==> config.mk <==
export PLATFORM = sky130hd
export DESIGN_NAME = uart_read_fifo_flat
export DESIGN_NICKNAME = d
export VERILOG_FILES = /design/src/rtl/uart_read_fifo_if.sv /design/src/rtl/uart_read_fifo.sv /design/src/flat_wrapper.sv
export SDC_FILE = /design/constraint.sdc
export NUM_CORES = 1
export LEC_CHECK = 0
export ABC_AREA = 1
export CORE_UTILIZATION = 47
export CTS_CLUSTER_SIZE = 16
export DETAILED_ROUTE_END_ITERATION = 10
export PLACE_DENSITY_LB_ADDON = 0.08
export SLEW_MARGIN = 10
export SYNTH_ARGS = -nofsm -noshare
export SYNTH_HDL_FRONTEND = slang
export SYNTH_SLANG_ARGS = --single-unit
==> constraint.sdc <==
create_clock -name clk_i -period 4.1 [get_ports clk_i]
set_clock_uncertainty 0.15 [all_clocks]
set_input_delay 0.82 -clock clk_i [delete_from_list [all_inputs] [get_ports clk_i]]
set_output_delay 0.82 -clock clk_i [all_outputs]
set_load 0.02 [all_outputs]
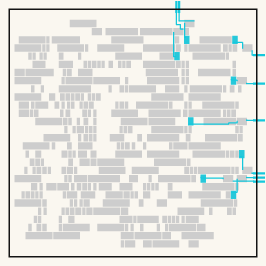
Run 1: nets reached from selected ports
Drawn at 3 px/micron.
Key: cyan = bus_data [bits 8, direction output, end cells 8, buffers 8, wire 94.2 microns]
number of top-level design ports: 16
quantity of I/O buffers inserted on ports: 15

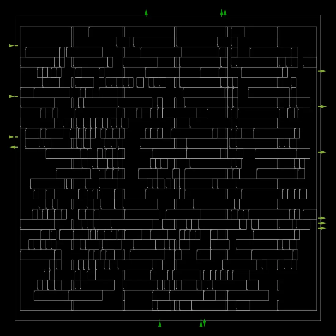
Run 1: placement view
CORE AREA: 0.00606 sq mm
sequential cell area share: 0.535
well tap count: 75
sequential cell count: 67
number of cells in the finished layout apart from fillers: 407

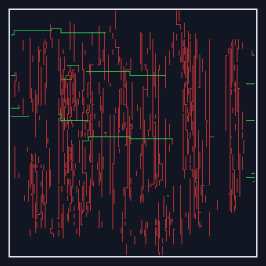
Run 1: metal layers overlaid
Drawn at 3 px/micron. Only two layers are drawn.
Key: red = met2 [wire length 2670 microns]; green = met3 [wire length 133 microns]
routed vias: 2007
WL/cell: 13.2 microns
global routing usage summed across all routing layers: 0.189
Post-Route WL: 5370 microns

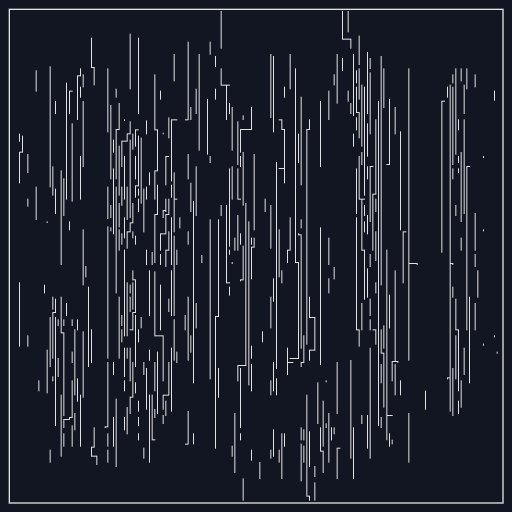
Run 1: the metal 2 layer
Drawn at 6 px/micron.
The layer carries 2670 microns of wire. The wires run mostly vertical. 246 nets have wire on it. The longest straight run is 54.4 microns.
M2 GR Usage: 0.328

==> out/metrics.yaml, run 1 <==
ff2ff_setup_slack_ns: 1.51
stage_log_warnings: 27
detail_route.first_pass.iterations: 4
min_path_cells: 0
dr.first_iter.drc_count: 107
period_needed_ns: 3.14
post_synth_main_area_contributors: "edfxtp_1 (32%), dfrtp_1 (27%), nand2_1 (6.9%)"
post_synth_fa_ha_maj_area_fraction: 0.0399
drive_above_1_share: 0.0873
post_synthesis_chip_area_from_yosys_sq_mm: 0.00301
initial_antenna_violation_count: 0
netSwitchingFraction: 0.300
synth.avg_cell_area_sq_um: 9.84
routabilityCongestion: 0.831
clk_latency_ns: 0.33
vdd_ir_drop_max_mv: 0.371
flip_flops_with_a_built_in_enable: 32
grt_max_degree: 36
yosys.area_share.aoi: 0.0707
synth-async-reset-ratio: 0.522
vias_per_cell: 4.93
yosys.area.top_type: "edfxtp_1"
detailed_place_hpwl_microns: 3640
cts.reportedPaths.clkPinSlew_ns: 0.07
p_int_w: 0.00128
die_area_sq_mm: 0.00673
worst_hold_path_type: "register to register"
post-route-util: 0.567
initial_utilization: 0.497
xor_share: 0.0116
power.clock.fraction: 0.317
power.share.combinational: 0.251
largest_reg_flops: 32
final-setup-viol-count: 0
synthesis.instances: 306
setup_repair_after_global_routing_missed_its_margin: "false"
seq_power_share: 0.431
synth_stat.cells: 306
tritoncts.num_buffers: 9
outcome: "finished clean"
number_of_max_slew_violations_in_the_final_report: 0
yosys.cell_types.count: 31
ys_top_logic_family: "simple AND/OR/NAND/NOR gates"
maxClockFrequency_ghz: 0.319
post_synth_most_frequent_cells: "nand2_1 (55), nor2_1 (47), dfrtp_1 (33)"
cts_tree: "yes"
synth_nets: 320
cellPowerDensity_mw_per_mm2: 531
grt_util_met3: 0.0300
worst_slew_margin_rel: 0.472
timing.setup.critical_path_class: "register to primary output"
tightest_slew_ns: 0.790
post-cts-setup-buffers: 0
finalHoldViolCount: 0
synth_top_flop_cell: "dfrtp_1"
critical_path.startpoint_type: "register"
clock_tree.htree_level_count: 3
synth_top_area_share: 0.319
drc: 0
grt_first_pass_wirelength_microns: 9050
die_width_microns: 82.0
tns_ns: 0
synthMostInstantiatedCell: "nand2_1"
cts_buffer_depth: 2
post_synth_and_or_nand_nor_area_fraction: 0.208
cts.sink_count: 67
worst_setup_path_end_kind: "primary output"
final_nets: 341
die-height_microns: 82.0
critPathRequiredTime_ns: 3.13
cap_viol_max_count: 0
critical_path_arrival_ns: 2.17
globalRoute.busiestLayer: "met2"
postCtsHoldBufs: 0
grt_use_met1: 0.224
antenna_cells_inserted: 0
post_cts_resized: 0
synth.yosys.seq_area_share: 0.611
power.static_leakage_nw: 1.61
num_rows: 28
area.growth.synth_to_final_pct: 14.1
ctsRootBufferMaster: "clkbuf_8"
post_synth_mux_area_share: 0
ys_seq_elements: 67
mappedNetlistArea_sq_mm: 0.00301
netSwitchingPower_w: 0.000547
fin_crit_sh: 0.766
r2r_cells: 7
crit_fanout: 10
total_global_routing_overflow: 0
final_antenna_net_count: 0
grt_pass1_vias: 1990
ys.warnings.count: 0
[run 1: metrics by stage]
step	instances	instance area, sq um	total power (W)	hold WS, ns	setup slack [ns]
after floorplan	306	3010	0.00109	0.195	1.76
after global placement	391	3230	0.00126	0.197	1.22
after detailed placement	391	3230	0.00127	0.203	1.15
after CTS	407	3440	0.00184	0.216	0.910
after global routing	407	3440	0.00194	0.214	0.761
final	407	3440	0.00182	0.209	0.961
[run 1: worst max-delay path, stage by stage, from the launching register on]
cell and delay [ns]:
dfrtp_1 0.57, inv_1 0.26, nor2_1 0.14, o21ai_0 0.08, a21oi_1 0.16, clkdlybuf4s50_1 0.63
[run 1: area by class of cell]
class	instances	area, sq um
fill	524	2630
clock buffer	11	131
sequential	67	1840
clock inverter	5	77.6
inverter	36	135
timing repair buffer	17	165
multi-input combinational	196	993
tap	75	93.8
[run 1: power groups by stage]
| stage | clock network (W) | registers [W] | logic (W) |
|---|---|---|---|
| CTS | 0.000588 | 0.000789 | 0.000466 |
| finish | 0.000578 | 0.000786 | 0.000459 |
| global placement | 0 | 0.000803 | 0.000454 |
| global route | 0.000624 | 0.000795 | 0.000520 |
| floorplan | 0 | 0.000757 | 0.000337 |
| detailed placement | 0 | 0.000803 | 0.000464 |
[run 1: placed cells by master (no fill, tap or decap), drive strengths merged]
cell type	instances
a21oi	9
a31oi	2
and3	2
buf	2
bufinv	2
clkbuf	11
clkdlybuf4s50	15
clkinv	4
dfrtp	33
dfstp	2
edfxtp	32
fa	1
ha	8
inv	35
nand2	56
nand3	22
nand3b	1
nand4	3
nor2	49
nor3	5
nor4	1
o21ai	31
or2	2
xnor2	2
xor2	2
[run 1: layer usage]
layer	up-vias	wire [microns]
met4	0	74
met5	-	0
met3	6	132
li1	1054	-
met1	922	2490
met2	25	2670
## Run 2: what changed since run 1
Clock period 4.1 ns to 3.25 ns, I/O delays scaled along.
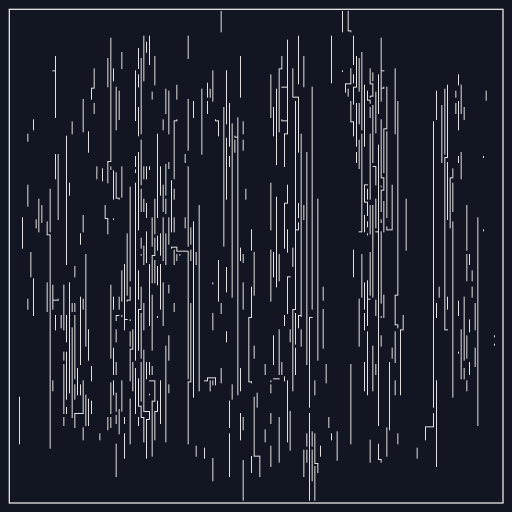
Run 2: the metal 2 layer
Drawn at 6 px/micron.
The longest straight run is 47.6 microns. The layer holds 50% of the routed length. The wires run mostly vertical. The layer carries 2690 microns of wire. 264 nets have wire on it.
Post-Route WL: 5350 microns
M2 GR Usage: 0.323
routed vias: 2110

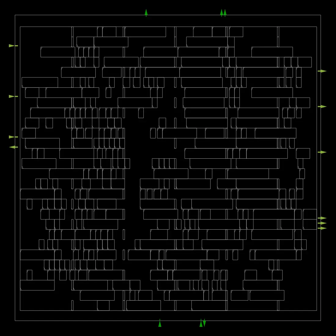
Run 2: placement view
sequential cell area share: 0.527
number of cells in the finished layout apart from fillers: 412
number of fill cells in the layout: 536
post-layout utilization of the core: 0.576
floorplan row count: 28

==> out/metrics.yaml, run 2 <==
outcome: "finished clean"
core_region_area_sq_mm: 0.00606  # unchanged
period_needed_ns: 3.03
post_synthesis_chip_area_from_yosys_sq_mm: 0.00301  # unchanged
synth_top_area_share: 0.319  # unchanged
clock_tree.htree_level_count: 3  # unchanged
drive_above_1_share: 0.110  # +0.0224
port_buffers: 15  # unchanged
mostFrequentLayoutCell: "nand2_1"
cell_depth_of_the_worst_setup_path: 5  # unchanged
antenna_cells_inserted: 0  # unchanged
number_of_max_slew_violations_in_the_final_report: 0  # unchanged
clk_latency_ns: 0.34  # about the same
tritoncts.num_buffers: 9  # unchanged
worst_setup_path_end_kind: "primary output"
final-setup-viol-count: 0  # unchanged
grt_first_pass_wirelength_microns: 9050  # about the same
grt_max_degree: 36  # unchanged
post-cts-setup-buffers: 0  # unchanged
vdd_ir_drop_max_mv: 0.434  # +17%
synth_top_flop_cell: "dfrtp_1"
dr.first_iter.drc_count: 110  # +2.8%
drt-wirelength-per-cell_microns: 13.0  # -1.5%
initial_utilization: 0.497  # unchanged
post_synth_most_frequent_cells: "nand2_1 (55), nor2_1 (47), dfrtp_1 (33)"
ys.warnings.count: 0  # unchanged
cts_tree: "yes"
die_width_microns: 82.0  # unchanged
synth_stat.cells: 306  # unchanged
path_cells: "nor2_1, nor2_1, o21ai_0, a21oi_1, clkdlybuf4s50_1"
power.static_leakage_nw: 1.65  # +2.2%
crit_fanout: 18  # +8
cts.sink_count: 67  # unchanged
critical_path_arrival_ns: 2.23  # +0.06 ns
largest_reg_flops: 32  # unchanged
setup_repair_after_global_routing_missed_its_margin: "false"
die-height_microns: 82.0  # unchanged
cts_buffer_depth: 2  # unchanged
total_global_routing_overflow: 0  # unchanged
yosys.cell_types.count: 31  # unchanged
post_synth_main_area_contributors: "edfxtp_1 (32%), dfrtp_1 (27%), nand2_1 (6.9%)"
crit_family: "flip-flops"
vias_per_cell: 5.12  # +3.9%
r2r_cells: 9  # +2
fin_crit_sh: 0.933
maxClockFrequency_ghz: 0.330
ff2ff_setup_slack_ns: 0.71  # -0.80 ns
synth_nets: 320  # unchanged
critPathBufInv: 1  # -1
mappedNetlistArea_sq_mm: 0.00301  # unchanged
min_path_cells: 0  # unchanged
tightest_slew_ns: 0.619  # -0.171 ns
yosys.area.top_type: "edfxtp_1"
synthesis.instances: 306  # unchanged
cap_viol_max_count: 0  # unchanged
critical_path.slowest_cell: "dfrtp_1"
synth-async-reset-ratio: 0.522  # unchanged
cellPowerDensity_mw_per_mm2: 670  # +26%
dp_cells: 396  # +1.3%
detail_route.first_pass.iterations: 4  # unchanged
layout.cells.most_common_list: "nand2_1 (55), nor2_1 (47), dfrtp_1 (33), inv_1 (32), edfxtp_1 (32)"
detailed_place_hpwl_microns: 3640  # +0.15%
die_area_sq_mm: 0.00673  # unchanged
grt_pass1_vias: 2019  # +1.5%
worst_hold_path_type: "register to register"
initial_antenna_violation_count: 0  # unchanged
cts.reportedPaths.clkPinSlew_ns: 0.07  # about the same
postCtsHoldBufs: 0  # unchanged
global_routing_usage_summed_across_all_routing_layers: 0.187  # -0.00150
synth.yosys.seq_area_share: 0.611  # unchanged
routabilityCongestion: 0.839  # +1.0%
tns_ns: 0  # unchanged
synth.avg_cell_area_sq_um: 9.84  # unchanged
post_cts_resized: 0  # unchanged
synthMostInstantiatedCell: "nand2_1"
stage_log_warnings: 27  # unchanged
final_antenna_net_count: 0  # unchanged
critPathRequiredTime_ns: 2.45  # -0.68 ns
worst_slew_margin_rel: 0.587  # +0.116
drc: 0  # unchanged
critical_path.startpoint_type: "register"
critical-path-max-stage-delay_ns: 0.74  # +0.11 ns
timing.setup.critical_path_class: "register to primary output"
area.growth.synth_to_final_pct: 15.9
finalHoldViolCount: 0  # unchanged
pin_count: 16  # unchanged
timing.critical_path.mode_cell: "nor2_1"
flip_flops_with_a_built_in_enable: 32  # unchanged
final_nets: 346  # +1.5%
ys_seq_elements: 67  # unchanged
fin_hold_ws_ns: 0.212  # +0.00291 ns
ctsRootBufferMaster: "clkbuf_8"
[run 2: cell counts after synthesis]
Identical to the previous run, type by type.
[run 2: metal layers]
metal  track usage  vias up  wire length [microns]
met2         0.323       55                   2690
met1         0.216      985                   2310
met5             0        -                      0
met4         0.104        0                    108
met3        0.0400        9                    245
li1              -     1061                      -
[run 2: cell families (layout without fill, tap and decap cells)]
logic type,after synthesis,count (layout),synth area share
simple gates,141,141,0.208
flops,67,67,0.611
buf+inv,43,74,0.0590
compound gates,42,42,0.0707
fa+ha+maj,9,9,0.0399
xor+xnor,4,4,0.0116
[run 2: metrics by stage]
| step | instance area [sq um] | worst slack [ns] | power, W |
|---|---|---|---|
| 2_1_floorplan | 3010 | 0.950 | 0.00138 |
| 3_3_place_gp | 3260 | 0.537 | 0.00159 |
| 3_5_place_dp | 3260 | 0.460 | 0.00161 |
| 4_1_cts | 3490 | 0.166 | 0.00237 |
| 5_1_grt | 3490 | 0.0693 | 0.00249 |
| 6_report | 3490 | 0.216 | 0.00234 |
[run 2: final cells by class]
cell class                      count  area, sq um
Fill cell                         536         2570
Sequential cell                    67         1840
Multi-Input combinational cell    196          993
Timing Repair Buffer               22          203
Inverter                           36          135
Clock buffer                        9          124
Clock inverter                      7          100
Tap cell                           75         93.8
[run 2: power breakdown]
part / internal [W] / leakage (nW) / switching, W / total (W)
clock: 0.000437 / 0.114 / 0.000320 / 0.000756
combinational: 0.000269 / 0.708 / 0.000336 / 0.000605
sequential: 0.000919 / 0.823 / 0.0000586 / 0.000977
Power and IR drop assume default switching activity.
